### config.mk
export PLATFORM = sky130hd
export DESIGN_NAME = atm_bank_arbiter
export DESIGN_NICKNAME = d
export VERILOG_FILES = /design/src/rtl/atm_bank_arbiter.sv
export SDC_FILE = /design/constraint.sdc
export NUM_CORES = 1
export LEC_CHECK = 0
export ABC_AREA = 0
export ABC_CLOCK_PERIOD_IN_PS = 4100
export CAP_MARGIN = 25
export CORE_MARGIN = 10
export CORE_UTILIZATION = 55
export DETAILED_ROUTE_END_ITERATION = 10
export PLACE_DENSITY_LB_ADDON = 0.15
export SYNTH_ARGS = -nofsm -noshare
export SYNTH_HDL_FRONTEND = slang
export SYNTH_SLANG_ARGS = --single-unit
### constraint.sdc
create_clock -name clk -period 4.1 [get_ports clk]
set_input_delay 0.41 -clock clk [delete_from_list [all_inputs] [get_ports clk]]
set_output_delay 0.41 -clock clk [all_outputs]
set_load 0.01 [all_outputs]
### src/rtl/atm_bank_arbiter.sv
// atm_bank_arbiter
//   Round-robin arbiter in front of a shared single-port account-balance
//   memory. Each accepted request runs as one atomic read-check-write
//   sequence. Only one transaction is in flight at a time.
//
// Ports
//   clk, rst             rising-edge clock, synchronous active-high reset
//   req_valid/req_ready  per-terminal handshake; transfer on valid & ready
//   req_op/acc/dst/amt   flattened per-terminal payload (terminal i at slice i)
//   resp_valid           one-cycle completion pulse to the owning terminal
//   resp_status          000 OK, 001 INSUFFICIENT, 010 BAD_ACC, 011 SELF_XFER,
//                        100 OVERFLOW, 101 BAD_OP
//   resp_balance         source-account balance after the operation
//   busy, current_state  FSM monitor outputs
//   mem_*                external balance memory, one-cycle read latency
module atm_bank_arbiter #(
    parameter int NUM_TERM = 2,
    parameter int NUM_ACC  = 4,
    parameter int ACC_W    = 4,
    parameter int AMT_W    = 6,
    parameter int BAL_W    = 8
) (
    input  logic                      clk,
    input  logic                      rst,
    input  logic [NUM_TERM-1:0]       req_valid,
    output logic [NUM_TERM-1:0]       req_ready,
    input  logic [3*NUM_TERM-1:0]     req_op,
    input  logic [ACC_W*NUM_TERM-1:0] req_acc,
    input  logic [ACC_W*NUM_TERM-1:0] req_dst,
    input  logic [AMT_W*NUM_TERM-1:0] req_amt,
    output logic [NUM_TERM-1:0]       resp_valid,
    output logic [2:0]                resp_status,
    output logic [BAL_W-1:0]          resp_balance,
    output logic                      busy,
    output logic [3:0]                current_state,
    output logic [ACC_W-1:0]          mem_addr,
    output logic                      mem_re,
    output logic                      mem_we,
    output logic [BAL_W-1:0]          mem_wdata,
    input  logic [BAL_W-1:0]          mem_rdata
);

    localparam int PTR_W = (NUM_TERM > 1) ? $clog2(NUM_TERM) : 1;

    localparam logic [2:0] OP_WD   = 3'b000;
    localparam logic [2:0] OP_DEP  = 3'b001;
    localparam logic [2:0] OP_XFER = 3'b011;

    localparam logic [2:0] ST_OK    = 3'b000;
    localparam logic [2:0] ST_INSUF = 3'b001;
    localparam logic [2:0] ST_BADAC = 3'b010;
    localparam logic [2:0] ST_SELF  = 3'b011;
    localparam logic [2:0] ST_OVF   = 3'b100;
    localparam logic [2:0] ST_BADOP = 3'b101;

    localparam logic [ACC_W:0]   NUM_ACC_X  = (ACC_W+1)'(NUM_ACC);
    localparam logic [PTR_W:0]   NUM_TERM_X = (PTR_W+1)'(NUM_TERM);
    localparam logic [PTR_W-1:0] LAST_TERM  = PTR_W'(NUM_TERM - 1);

    typedef enum logic [3:0] {
        IDLE  = 4'd0,
        RD_A  = 4'd1,
        CAP_A = 4'd2,
        RD_B  = 4'd3,
        CAP_B = 4'd4,
        EXEC  = 4'd5,
        WR_A  = 4'd6,
        WR_B  = 4'd7,
        RESP  = 4'd8
    } state_t;

    state_t            state_q, state_d;
    logic [PTR_W-1:0]  ptr_q, ptr_d;
    logic [PTR_W-1:0]  owner_q, owner_d;
    logic [2:0]        op_q, op_d;
    logic [ACC_W-1:0]  acc_q, acc_d;
    logic [ACC_W-1:0]  dst_q, dst_d;
    logic [AMT_W-1:0]  amt_q, amt_d;
    logic [BAL_W-1:0]  bal_a_q, bal_a_d;
    logic [BAL_W-1:0]  bal_b_q, bal_b_d;
    logic [BAL_W-1:0]  new_b_q, new_b_d;
    logic [2:0]        status_q, status_d;
    // Holds the response balance; on an OK write it is also the new A value.
    logic [BAL_W-1:0]  resp_bal_q, resp_bal_d;

    // Unpacked per-terminal payload views.
    logic [2:0]       op_arr  [NUM_TERM];
    logic [ACC_W-1:0] acc_arr [NUM_TERM];
    logic [ACC_W-1:0] dst_arr [NUM_TERM];
    logic [AMT_W-1:0] amt_arr [NUM_TERM];

    for (genvar g = 0; g < NUM_TERM; g++) begin : g_unpack
        assign op_arr[g]  = req_op[3*g +: 3];
        assign acc_arr[g] = req_acc[ACC_W*g +: ACC_W];
        assign dst_arr[g] = req_dst[ACC_W*g +: ACC_W];
        assign amt_arr[g] = req_amt[AMT_W*g +: AMT_W];
    end

    // Round-robin search: first valid terminal at or above the pointer, with wrap.
    logic             win_found;
    logic [PTR_W-1:0] win_idx;
    logic [PTR_W:0]   cand_sum;
    logic [PTR_W-1:0] cand;

    always_comb begin
        win_found = 1'b0;
        win_idx   = '0;
        cand_sum  = '0;
        cand      = '0;
        for (int unsigned i = 0; i < NUM_TERM; i++) begin
            cand_sum = {1'b0, ptr_q} + (PTR_W+1)'(i);
            if (cand_sum >= NUM_TERM_X) begin
                cand_sum = cand_sum - NUM_TERM_X;
            end
            cand = cand_sum[PTR_W-1:0];
            if (!win_found && req_valid[cand]) begin
                win_found = 1'b1;
                win_idx   = cand;
            end
        end
    end

    // Arithmetic one bit wider than a balance so overflow/borrow is visible.
    logic [BAL_W:0] amt_x, bal_a_x, a_minus, a_plus, b_plus;
    logic           insuf;

    assign amt_x   = (BAL_W+1)'(amt_q);
    assign bal_a_x = {1'b0, bal_a_q};
    assign a_minus = bal_a_x - amt_x;
    assign a_plus  = bal_a_x + amt_x;
    assign b_plus  = {1'b0, bal_b_q} + amt_x;
    assign insuf   = (amt_x > bal_a_x);

    logic [2:0]       in_op;
    logic [ACC_W-1:0] in_acc, in_dst;

    assign in_op  = op_arr[win_idx];
    assign in_acc = acc_arr[win_idx];
    assign in_dst = dst_arr[win_idx];

    always_comb begin
        state_d    = state_q;
        ptr_d      = ptr_q;
        owner_d    = owner_q;
        op_d       = op_q;
        acc_d      = acc_q;
        dst_d      = dst_q;
        amt_d      = amt_q;
        bal_a_d    = bal_a_q;
        bal_b_d    = bal_b_q;
        new_b_d    = new_b_q;
        status_d   = status_q;
        resp_bal_d = resp_bal_q;

        req_ready    = '0;
        resp_valid   = '0;
        resp_status  = status_q;
        resp_balance = resp_bal_q;
        mem_addr     = '0;
        mem_re       = 1'b0;
        mem_we       = 1'b0;
        mem_wdata    = '0;

        unique case (state_q)
            IDLE: begin
                if (win_found) begin
                    req_ready[win_idx] = 1'b1;
                    owner_d = win_idx;
                    ptr_d   = (win_idx == LAST_TERM) ? '0 : win_idx + 1'b1;
                    op_d    = in_op;
                    acc_d   = in_acc;
                    dst_d   = in_dst;
                    amt_d   = amt_arr[win_idx];
                    // Rejection priority: op, then account range, then self-transfer.
                    if (in_op > OP_XFER) begin
                        status_d   = ST_BADOP;
                        resp_bal_d = '0;
                        state_d    = RESP;
                    end else if (({1'b0, in_acc} >= NUM_ACC_X) ||
                                 ((in_op == OP_XFER) && ({1'b0, in_dst} >= NUM_ACC_X))) begin
                        status_d   = ST_BADAC;
                        resp_bal_d = '0;
                        state_d    = RESP;
                    end else if ((in_op == OP_XFER) && (in_dst == in_acc)) begin
                        status_d   = ST_SELF;
                        resp_bal_d = '0;
                        state_d    = RESP;
                    end else begin
                        state_d = RD_A;
                    end
                end
            end
            RD_A: begin
                mem_re   = 1'b1;
                mem_addr = acc_q;
                state_d  = CAP_A;
            end
            CAP_A: begin
                bal_a_d = mem_rdata;
                state_d = (op_q == OP_XFER) ? RD_B : EXEC;
            end
            RD_B: begin
                mem_re   = 1'b1;
                mem_addr = dst_q;
                state_d  = CAP_B;
            end
            CAP_B: begin
                bal_b_d = mem_rdata;
                state_d = EXEC;
            end
            EXEC: begin
                status_d   = ST_OK;
                resp_bal_d = bal_a_q;
                state_d    = RESP;
                unique case (op_q)
                    OP_WD: begin
                        if (insuf) begin
                            status_d = ST_INSUF;
                        end else begin
                            resp_bal_d = a_minus[BAL_W-1:0];
                            state_d    = WR_A;
                        end
                    end
                    OP_DEP: begin
                        if (a_plus[BAL_W]) begin
                            status_d = ST_OVF;
                        end else begin
                            resp_bal_d = a_plus[BAL_W-1:0];
                            state_d    = WR_A;
                        end
                    end
                    OP_XFER: begin
                        if (insuf) begin
                            status_d = ST_INSUF;
                        end else if (b_plus[BAL_W]) begin
                            status_d = ST_OVF;
                        end else begin
                            resp_bal_d = a_minus[BAL_W-1:0];
                            new_b_d    = b_plus[BAL_W-1:0];
                            state_d    = WR_A;
                        end
                    end
                    default: ;
                endcase
            end
            WR_A: begin
                mem_we    = 1'b1;
                mem_addr  = acc_q;
                mem_wdata = resp_bal_q;
                state_d   = (op_q == OP_XFER) ? WR_B : RESP;
            end
            WR_B: begin
                mem_we    = 1'b1;
                mem_addr  = dst_q;
                mem_wdata = new_b_q;
                state_d   = RESP;
            end
            RESP: begin
                resp_valid[owner_q] = 1'b1;
                state_d = IDLE;
            end
            default: state_d = IDLE;
        endcase

        // No handshake, response or memory access while reset is asserted.
        if (rst) begin
            req_ready    = '0;
            resp_valid   = '0;
            resp_status  = '0;
            resp_balance = '0;
            mem_addr     = '0;
            mem_re       = 1'b0;
            mem_we       = 1'b0;
            mem_wdata    = '0;
        end
    end

    assign busy          = (state_q != IDLE);
    assign current_state = state_q;

    always_ff @(posedge clk) begin
        if (rst) begin
            state_q    <= IDLE;
            ptr_q      <= '0;
            owner_q    <= '0;
            op_q       <= '0;
            acc_q      <= '0;
            dst_q      <= '0;
            amt_q      <= '0;
            bal_a_q    <= '0;
            bal_b_q    <= '0;
            new_b_q    <= '0;
            status_q   <= '0;
            resp_bal_q <= '0;
        end else begin
            state_q    <= state_d;
            ptr_q      <= ptr_d;
            owner_q    <= owner_d;
            op_q       <= op_d;
            acc_q      <= acc_d;
            dst_q      <= dst_d;
            amt_q      <= amt_d;
            bal_a_q    <= bal_a_d;
            bal_b_q    <= bal_b_d;
            new_b_q    <= new_b_d;
            status_q   <= status_d;
            resp_bal_q <= resp_bal_d;
        end
    end

endmodule

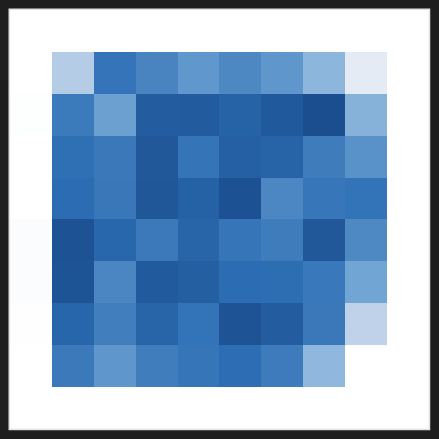
**Above:** cell density map.
(4 px per um) The die is cut into 10 by 10 equal tiles; white is low, dark blue is high, 0 to 100% covered.
- densest ninth of the die: centre
- mean over tiles: 44%
- fullest tile: 88%
- tiles over 75% full: 26%

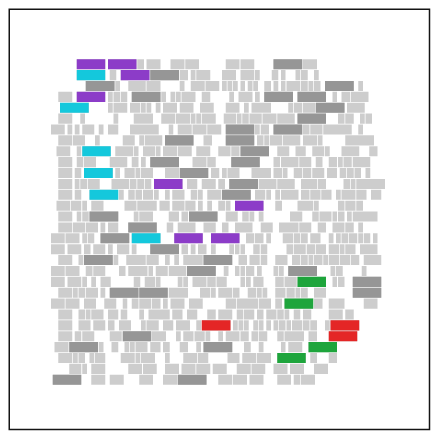
**Above:** sequential cells grouped by signal name.
(4 px per um)
- purple: bal_b_q (sequential cells 8)
- red: status_q (sequential cells 3)
- cyan: amt_q (sequential cells 6)
- green: current_state (sequential cells 4)
- not coloured: 37

==> notes.md <==
• no — unrepaired setup endpoints after global routing
• 318 MHz — Fmax
• 0 — number of flops mapped to enable cells by yosys
• 496 uW — Switching Power
• sky130_fd_sc_hd__dfxtp_1 — library cell contributing the largest single delay on the critical path
• 3 — maximum level of the CTS H-tree
• sky130_fd_sc_hd__nor2_1 — post-synthesis cell type with the largest instance count
• 69 — count of different cell masters after synthesis
• 0 — setup repair bufs after CTS
• amt_q[0] — critical register-to-register path startpoint
• 105 um — die extent in y
• 22 — worst-path maximum fanout
• 1.93 nW — static leakage power
• 58 — final sequential cell count
• 83 — non-clock buffer instance count of the final layout
• current_state[0] — launch point of the critical path
• 2 — Max clock buf depth
• 677 — tally of non-filler cells in the final layout
• 58 — TritonCTS sink count
• 0.0111 ns — Final Skew
• finished clean — result of the run
• 42.4% — sequential share of power
• met4 — uppermost layer routed
• 0 — Ys Warns
• 6.88% — fraction of layout cells with a size suffix above 1
• 3.11% — XOR/XNOR Fraction of Synth Area
• 3.69 ns — worst endpoint required time
• 32 — number of warnings in the stage logs
• 406 — Comb gates
• 4.81 mm — M1 WL
• 3.15 ns — min Tclk post-route
• 0% — Post-synth ARST share
• 38.0% — worst-case headroom to the max-slew limit
• 96 — Well-Tap Cells
• 17.2 um — detail-routed net length per standard cell
• 292 — Iter 0 DRT Violations
• sky130_fd_sc_hd__dfxtp_1 — Most common reg cell
• 11,000 um^2 — Chip Footprint
• 10 — count of clock-net buffers in the final layout
• 76.8% — Final Cycle Share
• 0 ns — total negative slack for setup checks
• 0 — Post-CTS Hold Buffers
• 105 um — die x size
• sky130_fd_sc_hd__dfxtp_1 — cell type with the largest total area
• 16.5% — signal buffers share of area
• 486 uW — Clk. pwr
• 7.23% — Post-Synth Adder-Cell Area
• 3,955 — via count of the first global-routing pass
• 302 nW/um^2 — cell area power density
• 2 — Worst Hold Depth
• 0 — initial antenna violation count
• 18 — count of non-CTS inverters in the layout
• 508 — Gate Count Post-Synth
• 3940 um^2 — post-synthesis instance area
• 572 — # fillers
• 0.936 — Final GP Congestion
• 9 — clock buffer count from CTS
• 5.62% — mux cell area share after synthesis
• 0 — overflow left after global routing
• bal_b_q[5] — destination of the worst hold path
• 6870 um^2 — core area
• 2600 um^2 — Logic cell area
• register — kind of launch point of the worst setup path
• 72.0% — utilization after layout
• 37 — maximum number of pins on one net before global-route repair
• nand2_1 -> a21oi_1 -> a22oi_1 -> nor2_1 -> clkdlybuf4s50_1 — critical-path cell list
• 30 — FP Rows
• 0.953 ns — setup slack of the critical path after layout
• 0.929 ns — actual slew at the worst max-slew pin
• sky130_fd_sc_hd__clkbuf_8 — Clock Root Buffer
• 0 — DRC violation count after routing
• sky130_fd_sc_hd__dfxtp_1 (29%), sky130_fd_sc_hd__nor2_1 (6.6%), sky130_fd_sc_hd__nand2_1 (6.3%) — biggest area contributors in the synthesized netlist
• sky130_fd_sc_hd__nor2_1 (69), sky130_fd_sc_hd__nand2_1 (66), sky130_fd_sc_hd__dfxtp_1 (58) — most frequent cells after synthesis
• reg2reg — Min-Delay Path Class
• 375 uW — combinational power
No activity file was given, so power comes from the tool's default toggle rates.
